## src/rtl/harvard_sequencer_if.sv

```systemverilog
// Memory-side bus of harvard_sequencer: instruction fetch, data memory,
// accumulator and status-flag signals. The sequencer is the master; the
// surrounding memory block is the slave.
interface harvard_sequencer_if;
    logic [7:0]  PC;
    logic [21:0] I;
    logic [7:0]  DWA;
    logic [15:0] DW;
    logic        DWE;
    logic [15:0] DR;
    logic [15:0] AW;
    logic        AWE;
    logic [15:0] AR;
    logic        EFW;
    logic        CFW;
    logic        EFF;
    logic        CFF;

    modport master (
        output PC, DWA, DW, DWE, AW, AWE, EFW, CFW,
        input  I, DR, AR, EFF, CFF
    );

    modport slave (
        input  PC, DWA, DW, DWE, AW, AWE, EFW, CFW,
        output I, DR, AR, EFF, CFF
    );
endinterface

```

## src/rtl/harvard_sequencer.sv

```systemverilog
// harvard_sequencer: multi-cycle FETCH/DECODE/EXEC controller with a 16-bit
// ALU for the Harvard machine. Every instruction takes three cycles.
// Optional feature macro: HARVARD_SEQ_CALL_EN adds a one-level CALL/RET
// return register; without it opcodes 0x0C/0x0D are treated as illegal.
module harvard_sequencer (
    input  logic                CLK,
    input  logic                RST_N,
    input  logic                start,
    harvard_sequencer_if.master bus,
    output logic                halted,
    output logic                illegal
);

    localparam logic [2:0] ST_IDLE   = 3'd0;
    localparam logic [2:0] ST_FETCH  = 3'd1;
    localparam logic [2:0] ST_DECODE = 3'd2;
    localparam logic [2:0] ST_EXEC   = 3'd3;
    localparam logic [2:0] ST_HALT   = 3'd4;

    localparam logic [5:0] OP_NOP  = 6'h00;
    localparam logic [5:0] OP_LDI  = 6'h01;
    localparam logic [5:0] OP_LDA  = 6'h02;
    localparam logic [5:0] OP_STA  = 6'h03;
    localparam logic [5:0] OP_ADD  = 6'h04;
    localparam logic [5:0] OP_SUB  = 6'h05;
    localparam logic [5:0] OP_AND  = 6'h06;
    localparam logic [5:0] OP_JMP  = 6'h08;
    localparam logic [5:0] OP_JZ   = 6'h09;
    localparam logic [5:0] OP_JC   = 6'h0A;
`ifdef HARVARD_SEQ_CALL_EN
    localparam logic [5:0] OP_CALL = 6'h0C;
    localparam logic [5:0] OP_RET  = 6'h0D;
`endif
    localparam logic [5:0] OP_HALT = 6'h3F;

    logic [2:0]  state_reg;
    logic [7:0]  pc_reg;
    logic [7:0]  dwa_reg;
    logic [21:0] ir_reg;
    logic        efw_reg;
    logic        cfw_reg;
    logic        illegal_reg;
    // Set by reset so that a start pulse on the first released edge is ignored.
    logic        start_block_reg;
`ifdef HARVARD_SEQ_CALL_EN
    logic [7:0]  ret_reg;
`endif

    logic [5:0]  opcode;
    logic [15:0] imm;
    logic [7:0]  target;
    logic [7:0]  pc_inc;
    logic [16:0] sum_wide;
    logic [16:0] diff_wide;
    logic        in_exec;

    assign opcode    = ir_reg[21:16];
    assign imm       = ir_reg[15:0];
    assign target    = ir_reg[7:0];
    assign pc_inc    = pc_reg + 8'd1;
    assign sum_wide  = {1'b0, bus.AR} + {1'b0, bus.DR};
    // Bit 16 of the 17-bit difference is the unsigned borrow.
    assign diff_wide = {1'b0, bus.AR} - {1'b0, bus.DR};
    assign in_exec   = (state_reg == ST_EXEC);

    logic [15:0] alu_result;
    logic        alu_carry;
    logic        acc_write;
    logic        mem_write;
    logic        flag_write;
    logic        op_legal;
    logic        op_halt;
    logic [7:0]  pc_next;

    // Decode the latched instruction into ALU result, enables and next PC.
    always_comb begin
        alu_result = 16'h0000;
        alu_carry  = cfw_reg;
        acc_write  = 1'b0;
        mem_write  = 1'b0;
        flag_write = 1'b0;
        op_legal   = 1'b1;
        op_halt    = 1'b0;
        pc_next    = pc_inc;
        case (opcode)
            OP_NOP: ;
            OP_LDI: begin
                alu_result = imm;
                acc_write  = 1'b1;
                flag_write = 1'b1;
            end
            OP_LDA: begin
                alu_result = bus.DR;
                acc_write  = 1'b1;
                flag_write = 1'b1;
            end
            OP_STA: mem_write = 1'b1;
            OP_ADD: begin
                alu_result = sum_wide[15:0];
                alu_carry  = sum_wide[16];
                acc_write  = 1'b1;
                flag_write = 1'b1;
            end
            OP_SUB: begin
                alu_result = diff_wide[15:0];
                alu_carry  = diff_wide[16];
                acc_write  = 1'b1;
                flag_write = 1'b1;
            end
            OP_AND: begin
                alu_result = bus.AR & bus.DR;
                alu_carry  = 1'b0;
                acc_write  = 1'b1;
                flag_write = 1'b1;
            end
            OP_JMP: pc_next = target;
            OP_JZ:  if (bus.EFF) pc_next = target;
            OP_JC:  if (bus.CFF) pc_next = target;
`ifdef HARVARD_SEQ_CALL_EN
            OP_CALL: pc_next = target;
            OP_RET:  pc_next = ret_reg;
`endif
            OP_HALT: op_halt = 1'b1;
            default: op_legal = 1'b0;
        endcase
    end

    // Write enables and data exist only during EXEC; zero elsewhere.
    assign bus.PC  = pc_reg;
    assign bus.DWA = dwa_reg;
    assign bus.DWE = in_exec && mem_write;
    assign bus.DW  = (in_exec && mem_write) ? bus.AR : 16'h0000;
    assign bus.AWE = in_exec && acc_write;
    assign bus.AW  = (in_exec && acc_write) ? alu_result : 16'h0000;
    assign bus.EFW = efw_reg;
    assign bus.CFW = cfw_reg;
    assign halted  = (state_reg == ST_HALT);
    assign illegal = illegal_reg;

    // Sequencer state, PC, instruction register and flag registers.
    always_ff @(posedge CLK) begin
        if (!RST_N) begin
            state_reg       <= ST_IDLE;
            pc_reg          <= 8'h00;
            dwa_reg         <= 8'h00;
            ir_reg          <= 22'h0;
            efw_reg         <= 1'b0;
            cfw_reg         <= 1'b0;
            illegal_reg     <= 1'b0;
            start_block_reg <= 1'b1;
`ifdef HARVARD_SEQ_CALL_EN
            ret_reg         <= 8'h00;
`endif
        end else begin
            start_block_reg <= 1'b0;
            case (state_reg)
                ST_IDLE: begin
                    pc_reg <= 8'h00;
                    if (start && !start_block_reg) begin
                        state_reg <= ST_FETCH;
                    end
                end
                ST_FETCH: state_reg <= ST_DECODE;
                ST_DECODE: begin
                    ir_reg    <= bus.I;
                    dwa_reg   <= bus.I[7:0];
                    state_reg <= ST_EXEC;
                end
                ST_EXEC: begin
                    if (!op_legal) begin
                        illegal_reg <= 1'b1;
                        state_reg   <= ST_HALT;
                    end else if (op_halt) begin
                        state_reg <= ST_HALT;
                    end else begin
                        pc_reg <= pc_next;
                        if (flag_write) begin
                            efw_reg <= (alu_result == 16'h0000);
                            cfw_reg <= alu_carry;
                        end
`ifdef HARVARD_SEQ_CALL_EN
                        if (opcode == OP_CALL) begin
                            ret_reg <= pc_inc;
                        end
`endif
                        state_reg <= ST_FETCH;
                    end
                end
                ST_HALT: state_reg <= ST_HALT;
                default: state_reg <= ST_IDLE;
            endcase
        end
    end

endmodule

```

## src/flat_wrapper.sv

```systemverilog
// flat-port wrapper written by rule: the top's interface ports become plain ports
module harvard_sequencer_flat 
  (CLK, RST_N, start, halted, illegal, bus_PC, bus_DWA, bus_DW, bus_DWE, bus_AW, bus_AWE, bus_EFW, bus_CFW, bus_I, bus_DR, bus_AR, bus_EFF, bus_CFF);
  harvard_sequencer_if bus_i ();
  input  logic CLK;
  input  logic RST_N;
  input  logic start;
  output logic halted;
  output logic illegal;
  output wire logic [$bits(bus_i.PC)-1:0] bus_PC;
  output wire logic [$bits(bus_i.DWA)-1:0] bus_DWA;
  output wire logic [$bits(bus_i.DW)-1:0] bus_DW;
  output wire logic [$bits(bus_i.DWE)-1:0] bus_DWE;
  output wire logic [$bits(bus_i.AW)-1:0] bus_AW;
  output wire logic [$bits(bus_i.AWE)-1:0] bus_AWE;
  output wire logic [$bits(bus_i.EFW)-1:0] bus_EFW;
  output wire logic [$bits(bus_i.CFW)-1:0] bus_CFW;
  input wire logic [$bits(bus_i.I)-1:0] bus_I;
  input wire logic [$bits(bus_i.DR)-1:0] bus_DR;
  input wire logic [$bits(bus_i.AR)-1:0] bus_AR;
  input wire logic [$bits(bus_i.EFF)-1:0] bus_EFF;
  input wire logic [$bits(bus_i.CFF)-1:0] bus_CFF;
  assign bus_PC = bus_i.PC;
  assign bus_DWA = bus_i.DWA;
  assign bus_DW = bus_i.DW;
  assign bus_DWE = bus_i.DWE;
  assign bus_AW = bus_i.AW;
  assign bus_AWE = bus_i.AWE;
  assign bus_EFW = bus_i.EFW;
  assign bus_CFW = bus_i.CFW;
  assign bus_i.I = bus_I;
  assign bus_i.DR = bus_DR;
  assign bus_i.AR = bus_AR;
  assign bus_i.EFF = bus_EFF;
  assign bus_i.CFF = bus_CFF;
  harvard_sequencer u_core (.CLK(CLK), .RST_N(RST_N), .start(start), .bus(bus_i), .halted(halted), .illegal(illegal));
endmodule
```

## config.mk

```make
export PLATFORM = sky130hd
export DESIGN_NAME = harvard_sequencer_flat
export DESIGN_NICKNAME = d
export VERILOG_FILES = /design/src/rtl/harvard_sequencer_if.sv /design/src/rtl/harvard_sequencer.sv /design/src/flat_wrapper.sv
export SDC_FILE = /design/constraint.sdc
export NUM_CORES = 1
export LEC_CHECK = 0
export ABC_CLOCK_PERIOD_IN_PS = 3400
export CORE_MARGIN = 2
export CORE_UTILIZATION = 30
export CTS_BUF_LIST = sky130_fd_sc_hd__clkbuf_8
export CTS_CLUSTER_SIZE = 24
export DETAILED_ROUTE_END_ITERATION = 10
export GPL_TIMING_DRIVEN = 0
export SLEW_MARGIN = 20
export SYNTH_ARGS = -nofsm -noshare
export SYNTH_HDL_FRONTEND = slang
export SYNTH_SLANG_ARGS = --single-unit
export TNS_END_PERCENT = 30
```

## constraint.sdc

```tcl
create_clock -name CLK -period 3.4 [get_ports CLK]
set_input_delay 0.34 -clock CLK [delete_from_list [all_inputs] [get_ports CLK]]
set_output_delay 0.34 -clock CLK [all_outputs]
set_load 0.02 [all_outputs]
```

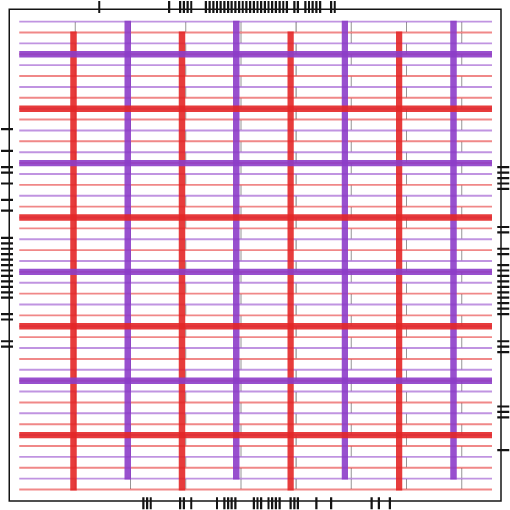
*PDN straps and rails*
(4 px per µm) Pins as bars on the die edge. Tap cells in gray.
net	color
VDD	purple
VSS	red
met5 straps	8
met1 rails	44
Die Span X: 123 µm
core area: 13800 µm²
die height: 123 µm

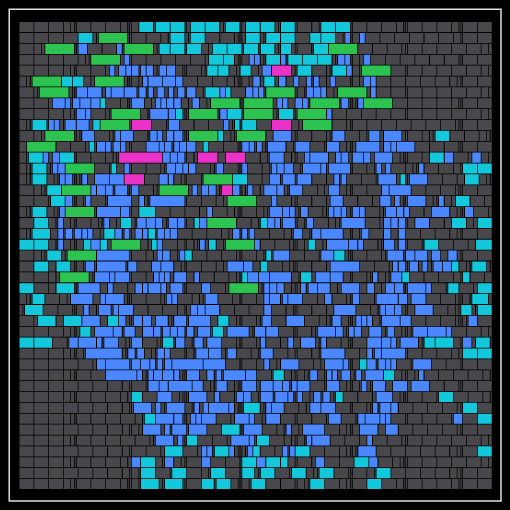
*Cells colored by class*
(4 px per µm) Fill, decap, tap and diode cells in gray.
class	color	cells
clock drivers and dummy loads	magenta	8
all other logic	blue	529
other buffers and delay cells	cyan	164
flops	green	37
fin area: 6120 µm²
Util after Layout: 0.443

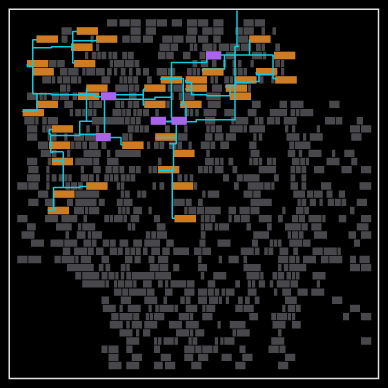
*Clock distribution*
(3 px per µm)
[cells driving clock nets] purple | count: 5
[flip-flops] orange | count: 37
[clock wires] cyan | length: 522 µm
routed clock nets	6
clock latency on the worst-skew pair: 0.29 ns
Clk. pwr: 0.405 mW
Clock Skew: 0.00729 ns
Clk network pwr share: 0.217

==> results.py <==
# Synthesis and PnR figures
metrics = {
    "status": {
        "status": "completed",
    },
    "place": {
        "routabilityCongestion": 0.895,
        "placed_cells": 902,
    },
    "worst_setup_path": {
        "crit_arrival_ns": 3.02,
        "r2r_cells": 9,
        "path_class": "input port to output pin",
    },
    "synth": {
        "floorplan.nets": 705,
        "yosysCellCount": 610,
        "async_flop_share": 0,
        "ys.flop_type": "dfxtp_1",
    },
    "floorplanning": {
        "ios": 113,
        "row_count": 43,
    },
    "final_timing": {
        "fin_crit_ns": 3.36,
        "maxSlewViolCount": 0,
        "setup_violations": 0,
        "rsz0062_at_grt": "true",
    },
    "min_path": {
        "hold_end": "u_core.ir_reg[13]",
    },
    "cells_and_area": {
        "fillers": 1419,
        "drive_gt1_frac": 0.167,
    },
    "global_routing": {
        "overflow": 0,
    },
    "drt": {
        "post-route-drc-count": 0,
    },
    "clock_tree": {
        "cts.sinks": 37,
    },
}
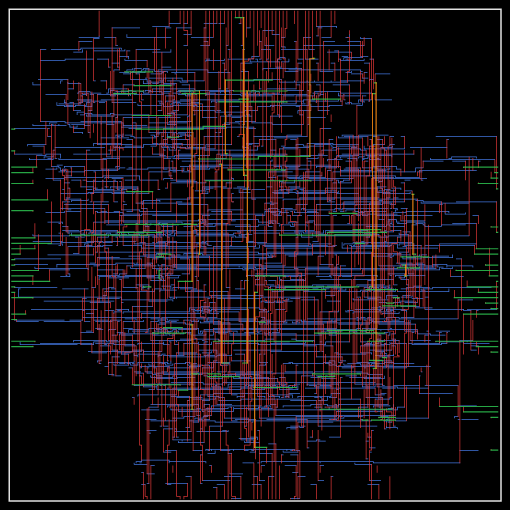
*Wiring by layer*
(4 px per µm)
layer	color	wire length
met1	blue	7600 µm
met4	orange	486 µm
met2	red	7660 µm
met3	green	793 µm
WL final: 16500 µm
via count: 5041

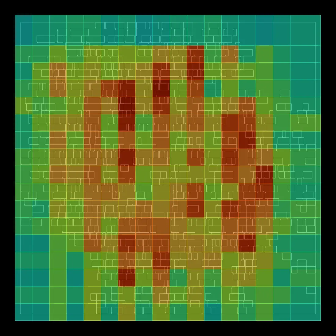
*Routing congestion map*
met1 usage: 0.294
DR WL/cell: 18.0 µm
GRT Overall Usage: 0.212
grt met2 use: 0.345
GRT met3 Usage: 0.0167

through the flow:
step	instance area (µm²)	total power [mW]	TNS, ns
floorplan	4220	1.06	0
CTS	5870	1.81	-0.490
global route	6120	1.98	-0.0256
detailed placement	5570	1.36	-14.13
finish	6120	1.87	0
global placement	5570	1.35	-14.54
cells in the mapped netlist (all sizes together) (2+ instances only):
cell,count
o211ai,2
o31ai,4
buf,24
a221o,2
a2111oi,4
o2111ai,4
o2bb2ai,3
nor2b,11
nand2b,6
o221ai,3
dfxtp,37
o21bai,6
nor4b,5
nor3,18
o21ai,22
nor2,64
nor4,6
a211oi,9
fa,2
and3,4
a21oi,70
inv,40
xor2,2
o21a,3
or3,4
o22ai,6
a21o,6
o41ai,2
mux2i,20
nand4,3
and2,25
clkbuf,20
nand2,74
a32oi,4
a221oi,5
a211o,4
nand3,18
nor3b,5
ha,34
a31oi,7
xnor2,7
cell type report:
type                    count  area, µm²  area share
repair buffers            123       1200       0.197
inverters                  40        150      0.0245
clock buffers               6       82.6      0.0135
flip-flops and latches     37        741       0.121
clock inverters             2       37.5     0.00613
well taps                 180        225      0.0368
plain buffers              41        238      0.0388
multi-input cells         489       3440       0.562
timing repair:
action,in CTS,in global routing
endpoints found under the setup margin,29,22
gates resized,73,70
pin swaps,12,22
setup buffers,3,8
metal layers:
metal  GRT usage  routed length [µm]
met5           0                   0
met1       0.294                7600
met2       0.345                7660
met4      0.0718                 485
met3      0.0167                 792
logic make-up (layout without fill, tap and decap cells):
logic type / count (synthesis) / after routing / share of synthesized area
AOI/OAI and AO/OA: 173 / 173 / 0.263
xor gates and xnor gates: 9 / 9 / 0.0187
adders and majority gates: 37 / 37 / 0.113
buffers and inverters: 84 / 212 / 0.0875
DFF: 37 / 37 / 0.176
muxes: 20 / 20 / 0.0474
and+or+nand+nor: 250 / 250 / 0.295
power by group:
part	internal, mW	switching (mW)
clock network	0.239	0.167
registers	0.474	0.0492
logic	0.389	0.555
cell usage in the layout (no fill, tap or decap), types with 7 or more instances in the layout:
master,instances
xnor2_1,7
ha_1,30
clkdlybuf4s50_1,88
a21oi_1,61
nand3_1,17
dfxtp_1,37
and2_1,24
o21ai_0,19
nor3_1,14
mux2i_1,20
nor2_1,62
buf_4,27
clkbuf_1,12
nor2b_1,9
buf_2,12
inv_1,36
nand2_1,71
dlymetal6s2s_1,11
worst max-delay path by stage:
stage,end,slack (ns),depth (start not counted)
final,bus_AW[11],0.04,13
after global routing,bus_AW[12],-0.02,11
after CTS,bus_AW[10],-0.16,12
after detailed placement,bus_AW[14],-0.91,13
after global placement,bus_AW[14],-0.93,13
after floorplan,bus_AW[14],0.75,11
critical path, stage by stage:
cell and delay, ns:
clkdlybuf4s50_1 0.51, inv_1 0.05, ha_1 0.28, buf_6 0.15, nor2b_4 0.17, nor4_4 0.06, a21oi_4 0.29, a211oi_2 0.13
o311a_1 0.32, o22ai_1 0.19, o2111ai_2 0.18, and2_1 0.18, buf_2 0.15
Power figures rest on the tool's default switching activity, not on a simulated workload.
